`config.mk`:
```
export PLATFORM = sky130hd
export DESIGN_NAME = flag_hazard_ctrl
export DESIGN_NICKNAME = d
export VERILOG_FILES = /design/src/rtl/flag_hazard_ctrl.sv
export SDC_FILE = /design/constraint.sdc
export NUM_CORES = 1
export LEC_CHECK = 0
export CAP_MARGIN = 20
export CORE_UTILIZATION = 35
export DETAILED_ROUTE_END_ITERATION = 10
export PLACE_DENSITY_LB_ADDON = 0.15
export REMOVE_ABC_BUFFERS = 1
export SYNTH_ARGS = -nofsm -noshare
export SYNTH_HDL_FRONTEND = slang
export SYNTH_SLANG_ARGS = --single-unit
export TNS_END_PERCENT = 10
```
`constraint.sdc`:
```
create_clock -name clk -period 2.2 [get_ports clk]
set_clock_uncertainty 0.15 [all_clocks]
set_input_delay 0.44 -clock clk [delete_from_list [all_inputs] [get_ports clk]]
set_output_delay 0.44 -clock clk [all_outputs]
set_load 0.005 [all_outputs]
```
`src/rtl/flag_hazard_ctrl.sv`:
```
// -----------------------------------------------------------------------------
// flag_hazard_ctrl
//
// Controls writes to the V/N/Z flag register and resolves conditional branches
// in ID from the committed flags. The ALU op in ID is decoded into a flag-write
// class, which moves into EX with the op. The EX class drives the flag-register
// write enables. A branch in ID that needs a flag still being produced by the
// op in EX stalls for one cycle. A saturating counter records the stall cycles.
//
// Ports:
//   clk           core clock; all state updates on the rising edge
//   clrn          asynchronous active-low reset
//   id_valid      ID holds a real instruction
//   id_aluc[3:0]  ALU control of the ID instruction
//   id_bcond[2:0] branch condition of the ID instruction (000 = not a branch)
//   stall_ext     external freeze; EX state holds
//   flush         squash the ID instruction
//   V, N, Z       committed flags from the flag register
//   change_en_Z   Z write enable for the op in EX
//   change_en_VN  V/N write enable for the op in EX
//   flag_stall    hold PC/IF/ID and insert a bubble into EX
//   br_valid      ID branch resolved this cycle
//   br_taken      branch outcome (0 unless br_valid)
//   stall_cnt     saturating count of flag_stall cycles (excluding frozen ones)
// -----------------------------------------------------------------------------
module flag_hazard_ctrl #(
   parameter int CNT_W = 16
) (
   input  logic             clk,
   input  logic             clrn,
   input  logic             id_valid,
   input  logic [3:0]       id_aluc,
   input  logic [2:0]       id_bcond,
   input  logic             stall_ext,
   input  logic             flush,
   input  logic             V,
   input  logic             N,
   input  logic             Z,
   output logic             change_en_Z,
   output logic             change_en_VN,
   output logic             flag_stall,
   output logic             br_valid,
   output logic             br_taken,
   output logic [CNT_W-1:0] stall_cnt
);

   logic             ex_valid_reg, ex_valid_next;
   logic             ex_wz_reg,    ex_wz_next;
   logic             ex_wvn_reg,   ex_wvn_next;
   logic [CNT_W-1:0] stall_cnt_reg, stall_cnt_next;

   logic id_wz, id_wvn;
   logic need_z, need_vn;
   logic cond_true;
   logic id_br;

   // ALU op -> flag-write class
   always_comb begin
      id_wz  = 1'b0;
      id_wvn = 1'b0;
      case (id_aluc)
         4'b0000, 4'b0100: begin            // ADD, SUB
            id_wz  = 1'b1;
            id_wvn = 1'b1;
         end
         4'b0001, 4'b0010, 4'b0011,         // AND, XOR, SLL
         4'b0111, 4'b1111: begin            // SRL, SRA
            id_wz  = 1'b1;
         end
         default: ;                         // OR, LUI and the rest write nothing
      endcase
   end

   // Branch condition: which flags it reads, and its value on committed flags
   always_comb begin
      need_z    = 1'b0;
      need_vn   = 1'b0;
      cond_true = 1'b0;
      case (id_bcond)
         3'b001: begin need_z  = 1'b1; cond_true = Z;        end
         3'b010: begin need_z  = 1'b1; cond_true = ~Z;       end
         3'b011: begin need_vn = 1'b1; cond_true = N ^ V;    end
         3'b100: begin need_vn = 1'b1; cond_true = ~(N ^ V); end
         3'b101: begin need_vn = 1'b1; cond_true = V;        end
         3'b110: begin need_vn = 1'b1; cond_true = ~V;       end
         3'b111: begin                 cond_true = 1'b1;     end
         default: ;
      endcase
   end

   assign id_br = id_valid & ~flush & (id_bcond != 3'b000);

   // The EX writer commits in the low phase of its cycle, so one bubble is
   // always enough for the flags to be current at V/N/Z.
   assign flag_stall   = id_br & ex_valid_reg &
                         ((need_z & ex_wz_reg) | (need_vn & ex_wvn_reg));
   assign br_valid     = id_br & ~flag_stall & ~stall_ext;
   assign br_taken     = br_valid & cond_true;
   assign change_en_Z  = ex_valid_reg & ex_wz_reg;
   assign change_en_VN = ex_valid_reg & ex_wvn_reg;
   assign stall_cnt    = stall_cnt_reg;

   always_comb begin
      ex_valid_next  = ex_valid_reg;
      ex_wz_next     = ex_wz_reg;
      ex_wvn_next    = ex_wvn_reg;
      stall_cnt_next = stall_cnt_reg;
      if (!stall_ext) begin
         if (flush || flag_stall || !id_valid) begin
            ex_valid_next = 1'b0;
            ex_wz_next    = 1'b0;
            ex_wvn_next   = 1'b0;
         end else begin
            ex_valid_next = 1'b1;
            ex_wz_next    = id_wz;
            ex_wvn_next   = id_wvn;
         end
         // Frozen stall cycles are not counted; they belong to the external wait.
         if (flag_stall && (stall_cnt_reg != {CNT_W{1'b1}}))
            stall_cnt_next = stall_cnt_reg + 1'b1;
      end
   end

   always_ff @(posedge clk or negedge clrn) begin
      if (!clrn) begin
         ex_valid_reg  <= 1'b0;
         ex_wz_reg     <= 1'b0;
         ex_wvn_reg    <= 1'b0;
         stall_cnt_reg <= '0;
      end else begin
         ex_valid_reg  <= ex_valid_next;
         ex_wz_reg     <= ex_wz_next;
         ex_wvn_reg    <= ex_wvn_next;
         stall_cnt_reg <= stall_cnt_next;
      end
   end

endmodule

```
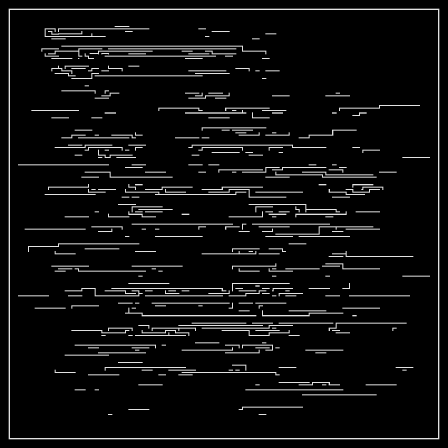
Fig. 1. Metal 1 (run 1).
- main direction: horizontal
- longest straight run: 24.8 um
- wire length on this layer: 1340 um
- nets with wire on the layer: 170

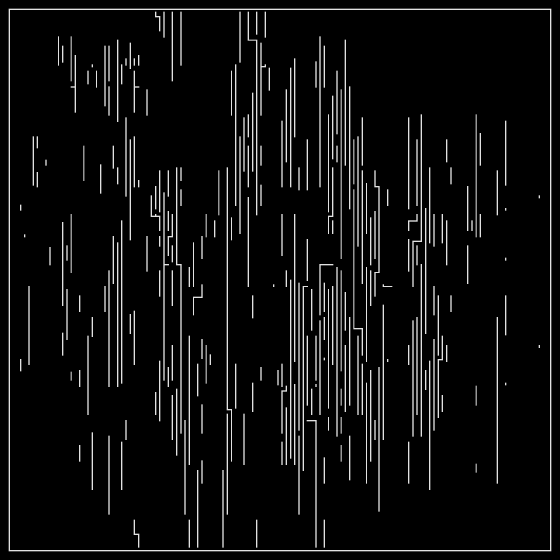
Fig. 2. The metal 2 layer (run 1).
- main direction: vertical
- longest straight run: 26.3 um
- share of all routed wire: 49%
- wire length on this layer: 1450 um

==> impl_metrics.yaml, run 1 <==
# physical design summary
synth:
  synthAoiAreaFrac_pct: 8.066
  mux_share_pct: 2.983
  ys_sh_simple_pct: 32.38
  ys_sh_adder_pct: 1.105
  synth_area_mm2: 0.001132
  xor_area_share_pct: 10.83
  post-synth-top-area-cell: "dfrtp_1"
  top_cell_area_share_pct: 41.99
global_routing:
  use_met2_pct: 30.19
  met1_usage_pct: 25.14
  antenna_found_initial: 0
  top_usage_layer: "met2"
cts:
  h-tree-depth: 1
  cts_made_buffers: 3
  clockRootBuffer: "clkbuf_4"
  hold_buffers: 0
  clock_latency_ns: 0.29
  cts_sinks: 19
timing:
  report.final.slew_viol_count: 0
  setup_violations: 2
  max_freq_mhz: 443.0
  fin_tns_setup_ns: -0.05887
  timing.final.ws_setup_ns: -0.05726
place:
  dpl_cell_area_mm2: 0.001628
  post-place-ws_ns: -0.6393
setup_path:
  path_max_fanout: 4
  arrival_ns: 2.33
  r2r_slack_ns: 0.01
  critPathCaptureType: "register"
  cp-endpoint: "stall_cnt[15]"
drt:
  via_count: 1134
  vias_per_cell: 4.974
  drc_errors: 0
layout:
  finalInstanceArea_mm2: 0.001772
  diodes: 0
  largest_reg_flops: 16
  final_nets: 201
  drive_above_1_share_pct: 28.26
job:
  warnings: 27
  drv_cap: 0
floorplan:
  coreArea_mm2: 0.003053
  die_w_um: 58.88
  fp.dieH_um: 58.88
status:
  violations: "setup timing"
  status: "complete, but fails checks"
power:
  power.total_uw: 640.0
  vdd_drop_max_mv: 0.3190
worst_hold_path:
  hold_class: "input pin to asynchronous set/reset pin"
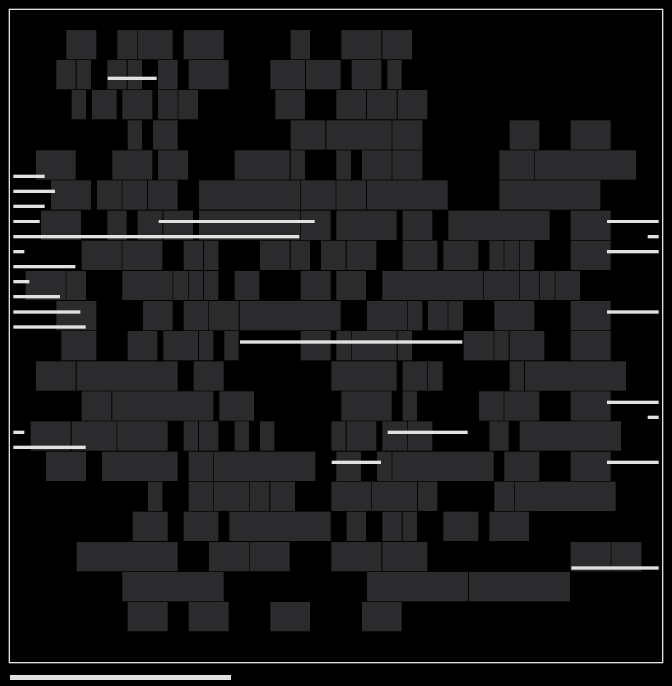
Fig. 3. Metal 3 (run 1).
The bar under the picture is 20 um long.
- main direction: horizontal
- share of all routed wire: 5.0%
- longest straight run: 25.5 um
- wire length on this layer: 146 um
- nets with wire on the layer: 26

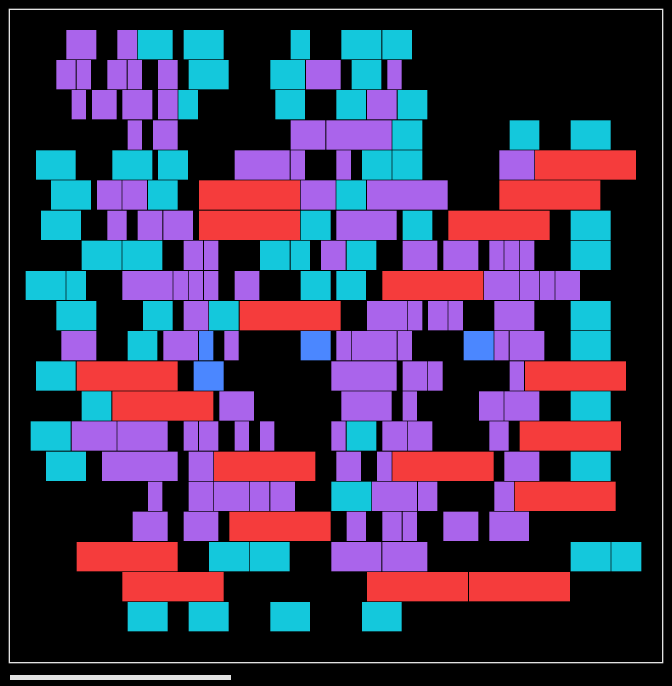
Fig. 4. Cell classes on the final placement (run 1).
The bar under the picture is 20 um long.
- combinational and other logic: purple (cells 102; share of their area 41%)
- flops: red (cells 19; share of their area 28%)
- other buffers and delay cells: cyan (cells 59; share of their area 30%)
- clock drivers and dummy loads: blue (cells 4; share of their area 1.5%)

-- run 1: worst max-delay path, stage by stage --
cell	delay [ns]
dlygate4sd2_1	0.26
nand2b_4	0.15
o221ai_2	0.22
buf_4	0.15
buf_4	0.10
buf_4	0.09
buf_4	0.10
buf_4	0.09
buf_4	0.09
buf_4	0.10
nand3_2	0.12
nor3_1	0.25
xor2_1	0.16
-- run 1: repair_timing --
| item | in CTS | in global routing |
|---|---|---|
| endpoints found under the setup margin | 3 | 9 |
| resized | 21 | 11 |
| buffers inserted | 8 | 1 |
| pin swaps | 7 | 5 |
| endpoints found under the hold margin | 0 | 0 |
-- run 1: through the flow --
| step | hold WS, ns | instances |
|---|---|---|
| after floorplan | -0.005591 | 121 |
| after global placement | 0.3335 | 215 |
| after detailed placement | 0.3374 | 215 |
| after CTS | 0.3165 | 227 |
| after global routing | 0.3127 | 228 |
| final | 0.3142 | 228 |
-- run 1: cells in the mapped netlist --
library cell / n
nand2_1: 20
dfrtp_1: 19
nor2_1: 12
nand3_1: 8
xnor2_1: 8
nand4_1: 7
xor2_1: 6
nor3_1: 5
o21ai_0: 4
a21oi_1: 3
and2_1: 3
buf_6: 2
inv_1: 2
mux2_2: 2
nand3b_1: 2
nor3b_1: 2
nor4_1: 2
or2_2: 2
a211oi_1: 1
a31oi_1: 1
ha_1: 1
mux2_1: 1
nand2b_1: 1
nand4b_1: 1
nand4bb_1: 1
nor3_4: 1
nor4_2: 1
o221a_4: 1
o221ai_1: 1
o22ai_1: 1
o31ai_1: 1
or3b_1: 1
-- run 1: cell type report --
class	count	area [um^2]	area share (%)
Multi-Input combinational cell	100	699.4	39.48
Timing Repair Buffer	59	508.0	28.67
Sequential cell	19	475.5	26.84
Tap cell	44	55.05	3.107
Clock buffer	4	26.28	1.483
Inverter	2	7.507	0.4237
-- run 1: placed cells by master (no fill, tap or decap), types with 2 or more instances in the layout --
cell type | netlist | layout
a21oi_1 | 3 | 2
and2_1 | 3 | 2
buf_2 | 0 | 2
buf_4 | 0 | 24
clkbuf_2 | 0 | 2
clkbuf_4 | 0 | 3
clkdlybuf4s50_1 | 0 | 29
dfrtp_1 | 19 | 19
dlygate4sd2_1 | 0 | 2
inv_1 | 2 | 2
mux2_2 | 2 | 2
nand2_1 | 20 | 18
nand2_2 | 0 | 2
nand3_1 | 8 | 7
nand3b_1 | 2 | 2
nand4_1 | 7 | 7
nor2_1 | 12 | 11
nor3_1 | 5 | 3
nor3_2 | 0 | 2
nor4_2 | 1 | 2
o21ai_0 | 4 | 3
or2_2 | 2 | 2
xnor2_1 | 8 | 7
xor2_1 | 6 | 6
-- run 1: layer usage --
layer,part of all wire (%),vias to the layer above
met5,0,-
met4,0,0
met3,4.9,0
met2,49,33
met1,46,543
li1,-,558
-- run 1: power by group --
group	internal, mW	switching, mW
registers	0.353	0.00506
clock network	0.0705	0.102
logic	0.0623	0.0472
-- run 1: how the worst min path moves through the flow --
stage                               end  cells after the start
after global placement    stall_cnt[15]                      1
after CTS                  stall_cnt[7]                      2
final                     stall_cnt[15]                      2
after global routing      stall_cnt[14]                      2
after floorplan            ex_valid_reg                      0
after detailed placement  stall_cnt[15]                      1
## Run 2: what changed since run 1
--- a/config.mk
+++ b/config.mk
@@ -5,11 +5,12 @@
 export SDC_FILE = /design/constraint.sdc
 export NUM_CORES = 1
 export LEC_CHECK = 0
-export CAP_MARGIN = 20
 export CORE_UTILIZATION = 35
 export DETAILED_ROUTE_END_ITERATION = 10
+export HOLD_SLACK_MARGIN = 0.06
 export PLACE_DENSITY_LB_ADDON = 0.15
 export REMOVE_ABC_BUFFERS = 1
+export SLEW_MARGIN = 15
 export SYNTH_ARGS = -nofsm -noshare
 export SYNTH_HDL_FRONTEND = slang
 export SYNTH_SLANG_ARGS = --single-unit
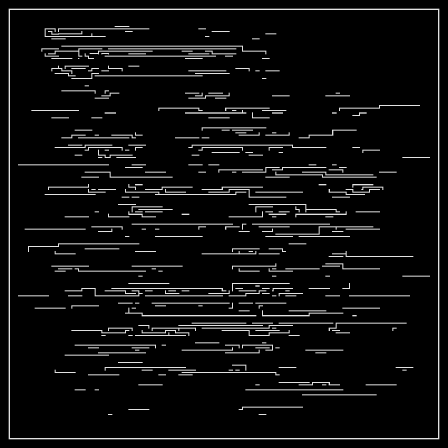
Fig. 5. Metal 1 (run 2).
- share of all routed wire: 46%
- longest straight run: 24.8 um
- nets with wire on the layer: 170
- main direction: horizontal

==> run 2 against run 1 <==
  * The run still ends with setup timing left
  * Clock power about the same
  * Sequential share of layout area unchanged
  * Non-clock buffer count stayed put
  * Combinational power is essentially flat
  * Worst setup slack unchanged
  * Critical endpoint unchanged
  * Flip-flop count stayed put
  * Count of clock-buffer cells in the layout is the same
  * Largest power group unchanged
  * Utilization unchanged
  * Largest cell class unchanged
==> impl_metrics.yaml, run 2 <==
# physical design summary
status:
  status: "complete, but fails checks"
  violations: "setup timing"
synth:
  post-synth-top-area-cell: "dfrtp_1"
  synthAoiAreaFrac_pct: 8.066
  top_cell_area_share_pct: 41.99
  synth_area_mm2: 0.001132
  ys_sh_simple_pct: 32.38
  ys.flop_type: "dfrtp_1"
  top_cells_by_count: "20 x nand2_1, 19 x dfrtp_1, 12 x nor2_1, 8 x nand3_1, 8 x xnor2_1"
  xor_area_share_pct: 10.83
  mux_share_pct: 2.983
  ys_async_sr_fraction_pct: 100.0
layout:
  diodes: 0
  final_nets: 201
  largest_reg_flops: 16
  final_cell_mix: "29 x clkdlybuf4s50_1, 24 x buf_4, 19 x dfrtp_1"
  layout.cells.non_filler: 228
setup_path:
  critPathCaptureType: "register"
  path_max_fanout: 4
  crit_family: "buffers and inverters"
  cp_num_buf_inv: 8
  cp_common_cell: "buf_4"
  crit_chain: "dlygate4sd2_1, nand2b_4, o221ai_2, buf_4, buf_4, buf_4, buf_4, buf_4, buf_4, buf_4, nand3_2, nor3_1, xor2_1"
  slowest_delay_ns: 0.26
cts:
  clockRootBuffer: "clkbuf_4"
  cts_sinks: 19
  h-tree-depth: 1
  cts_made_buffers: 3
  clock_latency_ns: 0.29
floorplan:
  die_w_um: 58.88
  fp.dieH_um: 58.88
  coreArea_mm2: 0.003053
timing:
  report.final.slew_viol_count: 0
  max_freq_mhz: 443.0
  hold-worst-slack_ns: 0.3142
  fin_tns_setup_ns: -0.05887
  setup_violations: 2
  slew_headroom_pct: 76.16
  timing.final.ws_setup_ns: -0.05726
worst_hold_path:
  hold_class: "input pin to asynchronous set/reset pin"
job:
  drv_cap: 0
drt:
  vias_per_cell: 4.974
  via_count: 1134
  drc_errors: 0
power:
  vdd_drop_max_mv: 0.3190
place:
  post-place-ws_ns: -0.6393
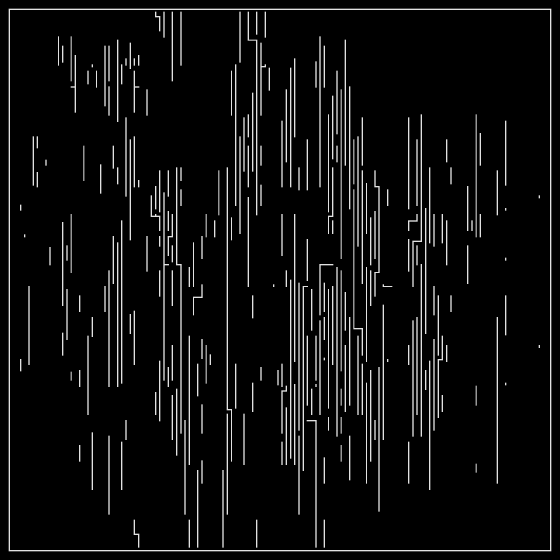
Fig. 6. The metal 2 layer (run 2).
- longest straight run: 26.3 um
- share of all routed wire: 49%
- nets with wire on the layer: 182
- main direction: vertical

[run 2: final cells by class]
cell class	instances	area (um^2)
tap	44	55.05
timing repair buffer	59	508.0
multi-input combinational	100	699.4
clock buffer	4	26.28
fill	298	1281
sequential	19	475.5
inverter	2	7.507
[run 2: path summary, 6_finish.rpt]
check | to | cells past startpoint | slack [ns]
hold / removal | stall_cnt[15] | 2 | 0.31
hold reg to reg | stall_cnt[15] | 1 | 0.35
min in group clk | stall_cnt[15] | 1 | 0.35
max in group asynchronous | ex_wz_reg | 2 | 1.37
setup / recovery | stall_cnt[15] | 13 | -0.06
setup reg to reg | stall_cnt[15] | 12 | 0.01
[run 2: kinds of logic (layout without fill, tap and decap cells)]
family / Yosys count / in the layout
AND-OR/OR-AND: 13 / 13
XOR/XNOR: 14 / 14
adder cells (fa/ha/maj): 1 / 1
buffers and inverters: 4 / 65
flip-flops: 19 / 19
multiplexers: 3 / 3
AND/OR/NAND/NOR: 69 / 69
[run 2: metrics by stage]
step | cell area, um^2 | total power, mW | util, %
after floorplan | 1110 | 0.3906 | -
after global placement | 1628 | 0.4580 | 53.32
after detailed placement | 1628 | 0.4607 | 53.32
after CTS | 1735 | 0.6416 | 56.84
after global routing | 1772 | 0.6810 | 58.03
final | 1772 | 0.6400 | 58.03
[run 2: repair_timing]
item,in CTS,in global routing
gates cloned,0,0
gates resized,21,11
setup buffers,8,1
hold buffers,0,0
endpoints found under the setup margin,3,9
pin swaps,7,5
[run 2: routing by layer]
metal,vias up,track usage (%),wire length [um]
li1,558,-,-
met1,543,25.14,1342
met2,33,30.19,1454
met3,0,4.615,145
met4,0,2.041,0
met5,-,0,0
[run 2: worst reg2reg max path, stage by stage, from the launching register on]
cell      delay [ns]
dfrtp_1         0.43
nand2b_4        0.07
o221ai_2        0.22
buf_4           0.15
buf_4           0.10
buf_4           0.09
buf_4           0.10
buf_4           0.09
buf_4           0.09
buf_4           0.10
nand3_2         0.12
nor3_1          0.25
xor2_1          0.16
[run 2: power by group]
group	internal [mW]	switching, mW	total, mW
Sequential	0.353	0.00506	0.358
Combinational	0.0623	0.0472	0.110
Clock	0.0705	0.102	0.172
Total	0.486	0.154	0.640
Power and IR drop assume default switching activity.
